<file path="config.mk">
export PLATFORM = sky130hd
export DESIGN_NAME = mul_sequencer_flat
export DESIGN_NICKNAME = d
export VERILOG_FILES = /design/src/rtl/mul_sequencer_pkg.sv /design/src/rtl/mul_sequencer_if.sv /design/src/rtl/mul_shift_add_dp.sv /design/src/rtl/mul_sequencer.sv /design/src/flat_wrapper.sv
export SDC_FILE = /design/constraint.sdc
export NUM_CORES = 1
export LEC_CHECK = 0
export CORE_MARGIN = 10
export CORE_UTILIZATION = 60
export CTS_CLUSTER_DIAMETER = 60
export CTS_CLUSTER_SIZE = 8
export DETAILED_ROUTE_END_ITERATION = 6
export DONT_BUFFER_PORTS = 1
export GPL_ROUTABILITY_DRIVEN = 0
export PLACE_DENSITY = 0.87
export SETUP_SLACK_MARGIN = 0.1
export SYNTH_ARGS = -nofsm -noshare
export SYNTH_HDL_FRONTEND = slang
export SYNTH_HIERARCHICAL = 1
export SYNTH_SLANG_ARGS = --single-unit
export TNS_END_PERCENT = 5
</file>
<file path="constraint.sdc">
create_clock -name clk_i -period 5.76 [get_ports clk_i]
set_input_delay 0.864 -clock clk_i [delete_from_list [all_inputs] [get_ports clk_i]]
set_output_delay 0.864 -clock clk_i [all_outputs]
set_load 0.01 [all_outputs]
</file>
<file path="src/rtl/mul_sequencer_pkg.sv">
// Shared types and constants for the EX-stage iterative multiplier.
package mul_sequencer_pkg;

    localparam int unsigned MUL_XLEN = 32;

    // EX opcode the control unit decodes to "mul" before driving start_i.
    localparam logic [2:0] EX_OP_MUL = 3'b101;

    typedef enum logic [1:0] {
        IDLE = 2'd0,
        RUN  = 2'd1,
        DONE = 2'd2
    } state_e;

endpackage

</file>
<file path="src/rtl/mul_sequencer_if.sv">
// Handshake and operand/result bundle between the EX stage and the mul sequencer.
interface mul_sequencer_if
    import mul_sequencer_pkg::*;
#(
    parameter int unsigned XLEN = MUL_XLEN
) ();

    logic            start_i;
    logic            flush_i;
    logic [XLEN-1:0] op_a_i;
    logic [XLEN-1:0] op_b_i;
    logic            stall_o;
    logic            busy_o;
    logic            done_o;
    logic [XLEN-1:0] product_o;

    modport master (
        output start_i, flush_i, op_a_i, op_b_i,
        input  stall_o, busy_o, done_o, product_o
    );

    modport slave (
        input  start_i, flush_i, op_a_i, op_b_i,
        output stall_o, busy_o, done_o, product_o
    );

endinterface

</file>
<file path="src/rtl/mul_shift_add_dp.sv">
// Shift-add datapath: accumulator, shifting multiplicand and multiplier.
module mul_shift_add_dp
#(
    parameter int unsigned XLEN = 32
) (
    input  logic            clk_i,
    input  logic            rst_i,
    input  logic            load_i,
    input  logic            step_i,
    input  logic [XLEN-1:0] op_a_i,
    input  logic [XLEN-1:0] op_b_i,
    output logic [XLEN-1:0] acc_nxt_c
);

    logic [XLEN-1:0] acc_q,    acc_d;
    logic [XLEN-1:0] mcand_q,  mcand_d;
    logic [XLEN-1:0] mplier_q, mplier_d;

    always_comb begin
        acc_d    = acc_q;
        mcand_d  = mcand_q;
        mplier_d = mplier_q;
        if (load_i) begin
            acc_d    = '0;
            mcand_d  = op_a_i;
            mplier_d = op_b_i;
        end else if (step_i) begin
            // Sum wraps mod 2^XLEN: only the low product half is kept.
            if (mplier_q[0]) acc_d = acc_q + mcand_q;
            mcand_d  = mcand_q << 1;
            mplier_d = mplier_q >> 1;
        end
    end

    always_ff @(posedge clk_i) begin
        if (rst_i) begin
            acc_q    <= '0;
            mcand_q  <= '0;
            mplier_q <= '0;
        end else begin
            acc_q    <= acc_d;
            mcand_q  <= mcand_d;
            mplier_q <= mplier_d;
        end
    end

    assign acc_nxt_c = acc_d;

endmodule

</file>
<file path="src/rtl/mul_sequencer.sv">
// Multi-cycle mul controller: holds the pipeline front while the shift-add runs
// and releases the product with a one-cycle done pulse.
module mul_sequencer
    import mul_sequencer_pkg::*;
#(
    parameter int unsigned XLEN = MUL_XLEN
) (
    input  logic           clk_i,
    input  logic           rst_i,
    mul_sequencer_if.slave bus
);

    localparam int unsigned CNT_W = $clog2(XLEN + 1);

    state_e           state_q, state_d;
    logic [CNT_W-1:0] cnt_q,   cnt_d;
    logic [XLEN-1:0]  product_q, product_d;
    logic [XLEN-1:0]  acc_nxt;
    logic             load, step, stall, done;

    mul_shift_add_dp #(.XLEN(XLEN)) u_dp (
        .clk_i     (clk_i),
        .rst_i     (rst_i),
        .load_i    (load),
        .step_i    (step),
        .op_a_i    (bus.op_a_i),
        .op_b_i    (bus.op_b_i),
        .acc_nxt_c (acc_nxt)
    );

    always_comb begin
        state_d   = state_q;
        cnt_d     = cnt_q;
        product_d = product_q;
        load      = 1'b0;
        step      = 1'b0;
        stall     = 1'b0;
        done      = 1'b0;
        case (state_q)
            IDLE: begin
                if (bus.start_i) begin
                    load    = 1'b1;
                    stall   = 1'b1;
                    cnt_d   = '0;
                    state_d = RUN;
                end
            end
            RUN: begin
                step  = 1'b1;
                stall = 1'b1;
                cnt_d = cnt_q + CNT_W'(1);
                // Capture the post-step accumulator so product_o is valid in DONE.
                if (cnt_q == CNT_W'(XLEN - 1)) begin
                    state_d   = DONE;
                    product_d = acc_nxt;
                end
            end
            DONE: begin
                done    = 1'b1;
                state_d = IDLE;
            end
            default: state_d = IDLE;
        endcase
        // A squash discards whatever is in flight and frees the pipeline.
        if (bus.flush_i) begin
            state_d   = IDLE;
            cnt_d     = cnt_q;
            product_d = product_q;
            load      = 1'b0;
            step      = 1'b0;
            stall     = 1'b0;
            done      = 1'b0;
        end
    end

    always_ff @(posedge clk_i) begin
        if (rst_i) begin
            state_q   <= IDLE;
            cnt_q     <= '0;
            product_q <= '0;
        end else begin
            state_q   <= state_d;
            cnt_q     <= cnt_d;
            product_q <= product_d;
        end
    end

    // Outputs are forced low during reset, even while the old state is still visible.
    assign bus.stall_o   = stall & ~rst_i;
    assign bus.busy_o    = (state_q == RUN) & ~rst_i;
    assign bus.done_o    = done & ~rst_i;
    assign bus.product_o = product_q;

endmodule

</file>
<file path="src/flat_wrapper.sv">
// flat-port wrapper written by rule: the top's interface ports become plain ports
module mul_sequencer_flat import mul_sequencer_pkg::*;
#(
    parameter int unsigned XLEN = MUL_XLEN
)
  (clk_i, rst_i, bus_start_i, bus_flush_i, bus_op_a_i, bus_op_b_i, bus_stall_o, bus_busy_o, bus_done_o, bus_product_o);
  mul_sequencer_if #(.XLEN(XLEN)) bus_i ();
  input  logic clk_i;
  input  logic rst_i;
  input wire logic [$bits(bus_i.start_i)-1:0] bus_start_i;
  input wire logic [$bits(bus_i.flush_i)-1:0] bus_flush_i;
  input wire logic [$bits(bus_i.op_a_i)-1:0] bus_op_a_i;
  input wire logic [$bits(bus_i.op_b_i)-1:0] bus_op_b_i;
  output wire logic [$bits(bus_i.stall_o)-1:0] bus_stall_o;
  output wire logic [$bits(bus_i.busy_o)-1:0] bus_busy_o;
  output wire logic [$bits(bus_i.done_o)-1:0] bus_done_o;
  output wire logic [$bits(bus_i.product_o)-1:0] bus_product_o;
  assign bus_i.start_i = bus_start_i;
  assign bus_i.flush_i = bus_flush_i;
  assign bus_i.op_a_i = bus_op_a_i;
  assign bus_i.op_b_i = bus_op_b_i;
  assign bus_stall_o = bus_i.stall_o;
  assign bus_busy_o = bus_i.busy_o;
  assign bus_done_o = bus_i.done_o;
  assign bus_product_o = bus_i.product_o;
  mul_sequencer #(.XLEN(XLEN)) u_core (.clk_i(clk_i), .rst_i(rst_i), .bus(bus_i));
endmodule
</file>
**Run 1: PDN straps and rails**

(3 px per micron) Pins as bars on the die edge.
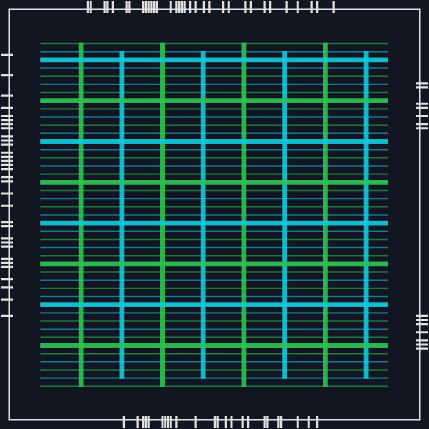
[green] VSS
[cyan] VDD
met1 rails: 43
met5 straps: 8
met4 straps: 8

**Run 1: cell classes on the final placement**

(2 px per micron) Fill, decap, tap and diode cells in grey.
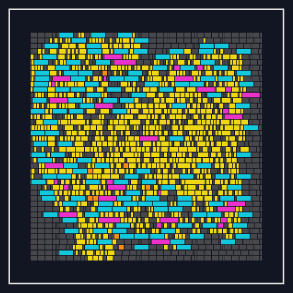
[cyan] flops | cells: 136 | share of their area: 32%
[yellow] all other logic | cells: 813 | share of their area: 60%
[magenta] clock drivers and dummy loads | cells: 32 | share of their area: 6.9%
[orange] other buffers and delay cells | cells: 8 | share of their area: 0.72%

==> results.sh, run 1 <==
# yosys + openroad results
export IMPL_tightest_slew_ps=1230
export IMPL_coreArea_sq_um=13200
export IMPL_ys_cells=1032
export IMPL_topCellsByArea="dfxtp_1 34%, mux2i_1 9.1%, a21oi_1 9.0%, nor2_1 8.5%, ha_1 4.9%"
export IMPL_ys_seq_frac=0.335
export IMPL_ys_types=78
export IMPL_clock_sinks=136
export IMPL_io_buffers=0
export IMPL_die_h_microns=136
export IMPL_top_area_frac=0.335
export IMPL_p_leak_uw=0.00318
export IMPL_setup_viol=0
export IMPL_grt_setup_unrepaired="no"
export IMPL_synth_top_cell_by_area="dfxtp_1"
export IMPL_status="complete, no violations"
export IMPL_postCtsResizedCells=0
export IMPL_clock_latency_late_pin_ps=430
export IMPL_grt_max_degree=110
export IMPL_crit_fanout=65
export IMPL_syn_area_per_cell_sq_um=7.87
export IMPL_common_cells="183 x nor2_1, 146 x a21oi_1, 136 x dfxtp_1"
export IMPL_maxCapViolCount=0
export IMPL_required_ps=6120
export IMPL_synth_top_flop_cell="dfxtp_1"
export IMPL_yosysWarnings=6
export IMPL_layout_min_cycle_time_ps=3540
export IMPL_nNetsFinal=1077
export IMPL_drive_gt1_frac=0.0708
export IMPL_wl_mm=21.9
export IMPL_grt_overflow=0
export IMPL_clk_pin_slew_worst_paths_ps=60
export IMPL_clockRootBuffer="clkbuf_16"
export IMPL_tool_warnings=28
export IMPL_via_count=7457
export IMPL_wl_per_cell_microns=18.8
export IMPL_finalHoldViolations=0
export IMPL_synth_flops=136
export IMPL_startpoint_type="input pin"
export IMPL_place_area_sq_um=8030
export IMPL_htreeDepth=4
**Run 1: clock wires, drivers and flops**

(4 px per micron)
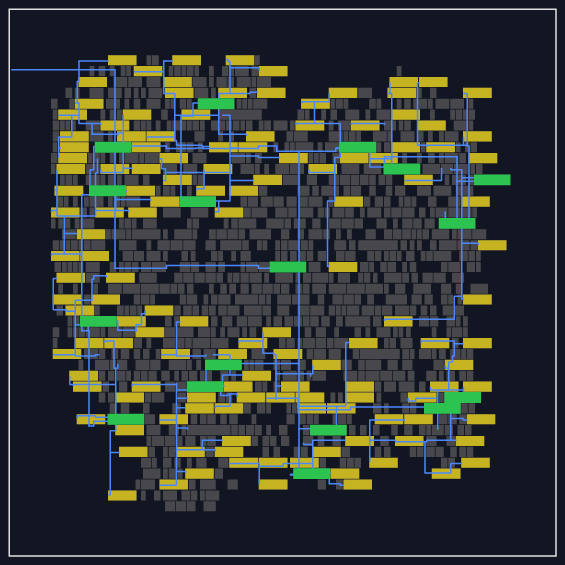
[blue] clock wires | length: 1,720 microns
[yellow] flip-flops | count: 136
[green] cells driving clock nets | count: 17
flops lie: all over the die

==> run 1: metal layers <==
layer | up-vias | GRT usage | share of wire | wire length [microns]
met3 | 74 | 0.0694 | 0.082 | 1810
met5 | - | 0 | 0 | 0
met2 | 293 | 0.370 | 0.47 | 10300
li1 | 3635 | - | - | -
met1 | 3455 | 0.261 | 0.40 | 8820
met4 | 0 | 0.136 | 0.046 | 1010
==> run 1: report_power, final <==
group	internal, uW	switching (uW)
combinational	48.8	91.7
sequential	964	19.1
clock	641	434
total	1650	545
==> run 1: layout by cell type, fill, tap and decap left out, drive strengths merged, types with 5 or more instances in the layout <==
cell	instances
a211oi	7
a21o	12
a21oi	151
and2	11
and3	8
buf	8
clkbuf	19
dfxtp	136
ha	32
inv	23
mux2i	74
nand2	45
nand3	22
nand4	42
nor2	183
nor3	27
nor4	6
o2111ai	5
o211ai	8
o21a	11
o21ai	56
o21bai	9
o31ai	5
xnor2	6
xor2	5
==> run 1: sequential cells by signal, summed over array words and instances, names as in the netlist <==
register and count:
u_core/u_dp/mplier_q 32, u_core/cnt_q 6, u_core/u_dp/acc_q 32, u_core/u_dp/mcand_q 32, u_core/state_q 2, u_core/bus.product_o 32
==> run 1: critical path, cell delays in order <==
cell and delay (ps):
nor2_2 60, buf_4 350, and2_4 210, buf_4 780, and2_1 740, buf_4 290, nor2_1 50, a211oi_1 250
nand4_1 120, a21oi_1 180
==> run 1: cells by family (layout without fill, tap and decap cells) <==
kind of cell	Yosys count	after routing	share of synthesized area
DFF	136	136	0.335
and+or+nand+nor	374	374	0.219
buffers and inverters	102	59	0.0550
AOI/OAI and AO/OA	302	302	0.235
xor gates and xnor gates	11	11	0.0119
muxes	74	74	0.0912
adders and majority gates	33	33	0.0518
==> run 1: metrics by stage <==
stage	worst slack [ps]	utilization	power (uW)	instances	hold slack (ps)
6_report	2220	0.650	2200	1165	480
3_5_place_dp	1830	0.606	1140	1133	480
4_1_cts	2270	0.650	2210	1165	487
3_3_place_gp	1870	0.606	1130	1133	465
5_1_grt	2050	0.650	2270	1165	498
2_1_floorplan	2720	-	1120	1032	452
==> run 1: final timing paths <==
| kind | startpoint | to | slack (ps) | depth (start not counted) |
|---|---|---|---|---|
| worst max-delay path | bus_flush_i | u_core/bus.product_o[1] | 2220 | 10 |
| worst min-delay path | u_core/cnt_q[1] | u_core/cnt_q[1] | 480 | 2 |
| worst max register to register | u_core/state_q[1] | u_core/bus.product_o[1] | 2250 | 10 |
| worst min register to register | u_core/cnt_q[1] | u_core/cnt_q[1] | 480 | 2 |
==> run 1: area by class of cell <==
cell class | count | area, sq um
clock buffer | 19 | 433
clock inverter | 13 | 145
fill | 1139 | 4630
inverter | 19 | 73.8
multi-input combinational | 794 | 4950
sequential | 136 | 2720
tap | 176 | 220
timing repair buffer | 8 | 60.1
==> run 1 -> run 2 <==
CORE_UTILIZATION = 58   (was 60)
clock period = 3.2 ns   (was 5.76 ns; I/O delays follow)
==> run 2 against run 1 <==
Compared with the run above:
- utilization decreased by 2.1 points
- design area is 0.71% higher
- via count up 0.46%
- count of clock-buffer cells in the layout is 1 lower
- clock skew is 3.4 ps higher
- die area up 2.9%
- cell count rose by 0.77%
- critical path type is now reg -> reg
- combinational power rose by 82%
- clock power rose by 78%
- flip-flop count unchanged
- critical path depth rose by 2
==> results.sh, run 2 <==
# yosys + openroad results
export IMPL_mostFrequentLayoutCell="nor2_1"
export IMPL_ys_types=78
export IMPL_synth_top_flop_cell="dfxtp_1"
export IMPL_startpoint_type="flop"
export IMPL_common_cells="183 x nor2_1, 146 x a21oi_1, 136 x dfxtp_1"
export IMPL_wl_per_cell_microns=18.7
export IMPL_clock_sinks=136
export IMPL_top_area_frac=0.335
export IMPL_wl_mm=22.0
export IMPL_cp_slowest_stage_delay_ps=470
export IMPL_syn_area_per_cell_sq_um=7.87
export IMPL_most_common_layout_cells="182 x nor2_1, 146 x a21oi_1, 136 x dfxtp_1"
export IMPL_yosysWarnings=6
export IMPL_io_buffers=0
export IMPL_via_count=7491
export IMPL_p_total_uw=3920
export IMPL_required_ps=3560
export IMPL_tightest_slew_ps=1030
export IMPL_coreArea_sq_um=13800
export IMPL_cp_slowest_cell="o31ai_1"
export IMPL_swShare=0.252
export IMPL_tool_warnings=30
export IMPL_layout_min_cycle_time_ps=2850
export IMPL_p_leak_uw=0.00320
export IMPL_status="complete, no violations"
export IMPL_grt_setup_unrepaired="no"
export IMPL_crit_fanout=4
export IMPL_nNetsFinal=1082
export IMPL_pwr_share_clk=0.484
export IMPL_worst_path_buf_inv=1
export IMPL_clock_latency_late_pin_ps=420
export IMPL_htreeDepth=4
export IMPL_internal_power_uw=2930
export IMPL_maxCapViolCount=0
run 2: cell counts after synthesis:
Identical to the previous run, type by type.
run 2: area by class of cell:
class	instances	area (sq um)
Inverter	19	73.8
Multi-Input combinational cell	794	4960
Tap cell	180	225
Clock buffer	18	439
Fill cell	1207	5100
Sequential cell	136	2720
Clock inverter	14	140
Timing Repair Buffer	13	110
run 2: what timing repair did:
| item | 4_1_cts | 5_1_grt |
|---|---|---|
| hold buffers | 0 | 0 |
| buffers inserted | 0 | 0 |
| setup endpoints to repair | 0 | 2 |
| gates resized | 0 | 3 |
run 2: per-stage QoR:
step                      instance area [sq um]   util  worst slack [ps]  hold WS, ps  cells
after detailed placement                   8090  0.587               304          482   1142
final                                      8670  0.629               345          147   1174
after global placement                     8090  0.587               448          465   1142
after floorplan                            8120      -               546          452   1032
after global routing                       8670  0.629               162          122   1174
after CTS                                  8660  0.629               276          121   1174
run 2: final timing paths:
kind | startpoint | end | slack (ps) | cells past startpoint
min | rst_i | u_core/bus.product_o[11] | 150 | 1
max reg2reg | u_core/u_dp/mcand_q[0] | u_core/bus.product_o[16] | 350 | 12
min reg2reg | u_core/cnt_q[1] | u_core/cnt_q[1] | 480 | 2
max | u_core/u_dp/mcand_q[0] | u_core/bus.product_o[16] | 350 | 12
run 2: logic make-up (layout without fill, tap and decap cells):
logic type | count (synthesis) | after routing | synth area share
and+or+nand+nor | 374 | 374 | 0.219
AOI/OAI and AO/OA | 302 | 302 | 0.235
DFF | 136 | 136 | 0.335
buffers and inverters | 102 | 64 | 0.0550
muxes | 74 | 74 | 0.0912
adders and majority gates | 33 | 33 | 0.0518
xor gates and xnor gates | 11 | 11 | 0.0119
run 2: layer usage:
layer,GRT usage,share of wire,routed length (microns)
met3,0.0634,0.089,1950
met4,0.0966,0.037,805
met5,0,0,0
met2,0.356,0.48,10500
met1,0.254,0.40,8710
run 2: power by group through the flow:
stage                     logic [uW]  registers (uW)  clock network (uW)
after floorplan                  232            1790                   0
after global placement           244            1800                   0
after detailed placement         250            1800                   0
after CTS                        252            1770                1940
after global routing             285            1770                2010
final                            255            1770                1900
**Run 2: cell classes on the final placement**

(2 px per micron) Fill, decap, tap and diode cells in grey.
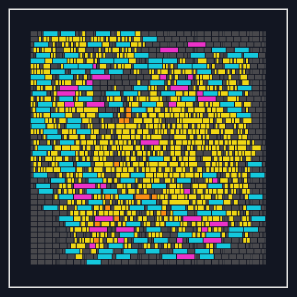
[cyan] flops | cells: 136 | share of their area: 32%
[orange] other buffers and delay cells | cells: 13 | share of their area: 1.3%
[magenta] clock drivers and dummy loads | cells: 32 | share of their area: 6.9%
[yellow] all other logic | cells: 813 | share of their area: 60%

**Run 2: clock wires, drivers and flops**

(4 px per micron)
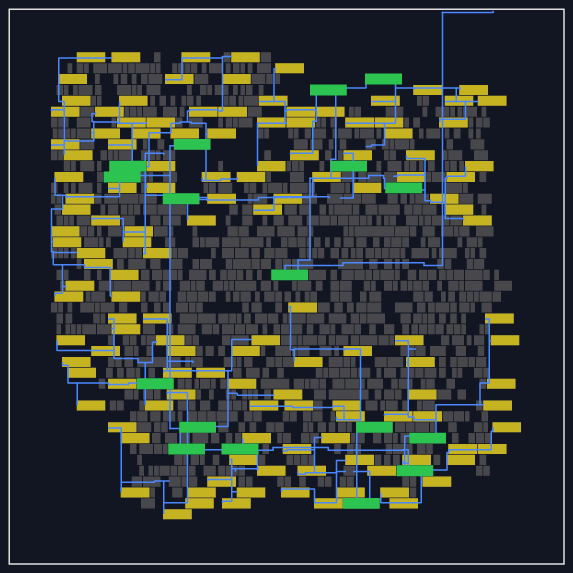
[blue] clock wires | length: 1,670 microns
[green] cells driving clock nets | count: 17
[yellow] flip-flops | count: 136
flops lie: all over the die
routed clock nets: 18

==> run 2 -> run 3 <==
--- a/config.mk
+++ b/config.mk
@@ -8,5 +8,4 @@
 export CORE_MARGIN = 10
 export CORE_UTILIZATION = 58
-export CTS_CLUSTER_DIAMETER = 60
 export CTS_CLUSTER_SIZE = 8
 export DETAILED_ROUTE_END_ITERATION = 6
==> constraint.sdc (replaced) <==
create_clock -name clk_i -period 3.2 [get_ports clk_i]
set_input_delay 0.32 -clock clk_i [delete_from_list [all_inputs] [get_ports clk_i]]
set_output_delay 0.32 -clock clk_i [all_outputs]
set_load 0.01 [all_outputs]
==> run 3 against run 2 <==
Compared with the run above:
- global-route usage up 0.75 points
- worst setup slack worse by 60 ps
- clock skew down 1.7 ps
- combinational power up 9.4%
- power up 2.9%
- critical path depth unchanged
- non-clock buffer count up 2
- critical endpoint is now u_core/bus.product_o[30]
- largest power group unchanged
- highest routed layer unchanged
==> results.sh, run 3 <==
# yosys + openroad results
export IMPL_required_ps=3560
export IMPL_grt_setup_unrepaired="no"
export IMPL_place_area_sq_um=8090
export IMPL_syn_area_per_cell_sq_um=7.87
export IMPL_clock_sinks=136
export IMPL_grt_most_used_layer="met2"
export IMPL_synth_top_flop_cell="dfxtp_1"
export IMPL_via_count=7672
export IMPL_dp_cells=1143
export IMPL_top_area_frac=0.335
export IMPL_wl_mm=22.7
export IMPL_cp_slowest_cell="a2111oi_4"
export IMPL_met2_usage=0.369
export IMPL_htreeDepth=4
export IMPL_met3_usage=0.0764
export IMPL_most_common_layout_cells="182 x nor2_1, 146 x a21oi_1, 136 x dfxtp_1"
export IMPL_layout_min_cycle_time_ps=2910
export IMPL_io_buffers=0
export IMPL_diodes=0
export IMPL_nNetsFinal=1084
export IMPL_startpoint_type="flop"
export IMPL_utilization=0.633
export IMPL_tool_warnings=30
export IMPL_status="complete, no violations"
export IMPL_tightest_slew_ps=897
export IMPL_p_leak_uw=0.00324
export IMPL_mostFrequentLayoutCell="nor2_1"
export IMPL_fin_area_sq_um=8720
export IMPL_io_pins=103
export IMPL_hold_ws_ps=34.5
export IMPL_antenna_left=0
export IMPL_crit_fanout=7
export IMPL_cp_slowest_stage_delay_ps=390
export IMPL_wl_per_cell_microns=19.3
export IMPL_post_cts_buffers=0
export IMPL_reg2reg_slack_ps=290
export IMPL_grt_max_degree=134
export IMPL_met1_usage=0.248
export IMPL_yosysWarnings=6
export IMPL_common_cells="183 x nor2_1, 146 x a21oi_1, 136 x dfxtp_1"
export IMPL_ys_types=78
[run 3: cell counts after synthesis]
No cell type changed its count.
[run 3: logic make-up after synthesis]
group / synth area share
AND-OR/OR-AND: 0.235
XOR/XNOR: 0.0119
adder cells (fa/ha/maj): 0.0518
buffers and inverters: 0.0550
flip-flops: 0.335
multiplexers: 0.0912
AND/OR/NAND/NOR: 0.219
[run 3: layout make-up]
cell class	instances	area (sq um)
fill	1204	5050
multi-input combinational	794	4950
sequential	136	2720
clock buffer	18	439
tap	180	225
clock inverter	14	164
timing repair buffer	15	145
inverter	19	73.8
[run 3: what timing repair did]
action / in CTS / in global routing
resized: 0 / 1
endpoints found under the setup margin: 0 / 1
hold buffers: 1 / 0
hold endpoints to repair: 104 / 0
[run 3: critical path: cells and delay by family (launching register included)]
family                     cells  cell delay [ps]
adders and majority gates      2              550
buffers and inverters          1               60
and+or+nand+nor                3              680
AOI/OAI and AO/OA              6             1200
DFF                            1              350
[run 3: metal layers]
metal,vias up,share of wire
met5,-,0
met4,0,0.049
met3,94,0.094
met2,374,0.47
met1,3559,0.38
li1,3645,-
[run 3: where the power goes]
group / switching (uW) / internal, uW / total, uW
sequential: 33.5 / 1730 / 1770
clock: 803 / 1190 / 1990
combinational: 185 / 94.0 / 279
[run 3: path summary, 6_finish.rpt]
path | from | endpoint | cells past startpoint
worst min register to register | u_core/cnt_q[1] | u_core/cnt_q[1] | 2
worst min-delay path | bus_op_b_i[7] | u_core/u_dp/mplier_q[7] | 2
worst max register to register | u_core/u_dp/mcand_q[0] | u_core/bus.product_o[30] | 12
worst max-delay path | u_core/u_dp/mcand_q[0] | u_core/bus.product_o[30] | 12
[run 3: through the flow]
stage	total power (uW)	setup WS (ps)
4_1_cts	4060	291
3_3_place_gp	2050	420
6_report	4040	285
2_1_floorplan	2020	607
5_1_grt	4180	58.2
3_5_place_dp	2050	323
**Run 3: PDN straps and rails**

(3 px per micron) Pins as bars on the die edge.
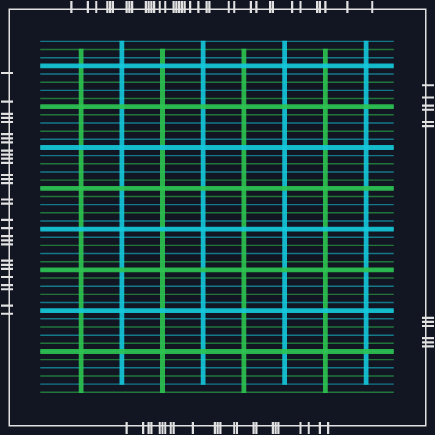
[cyan] VDD
[green] VSS
met4 straps: 8
met1 rails: 44
rows: 43
signal pins: 103

**Run 3: wiring by layer**

(3 px per micron) Only two layers are drawn.
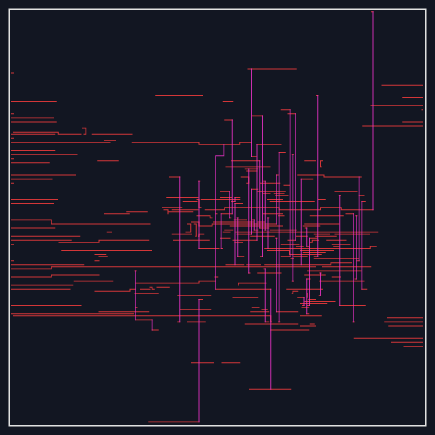
[red] met3 | wire length: 2,140 microns
[magenta] met4 | wire length: 1,110 microns

Power is estimated from default activity; no workload was simulated.
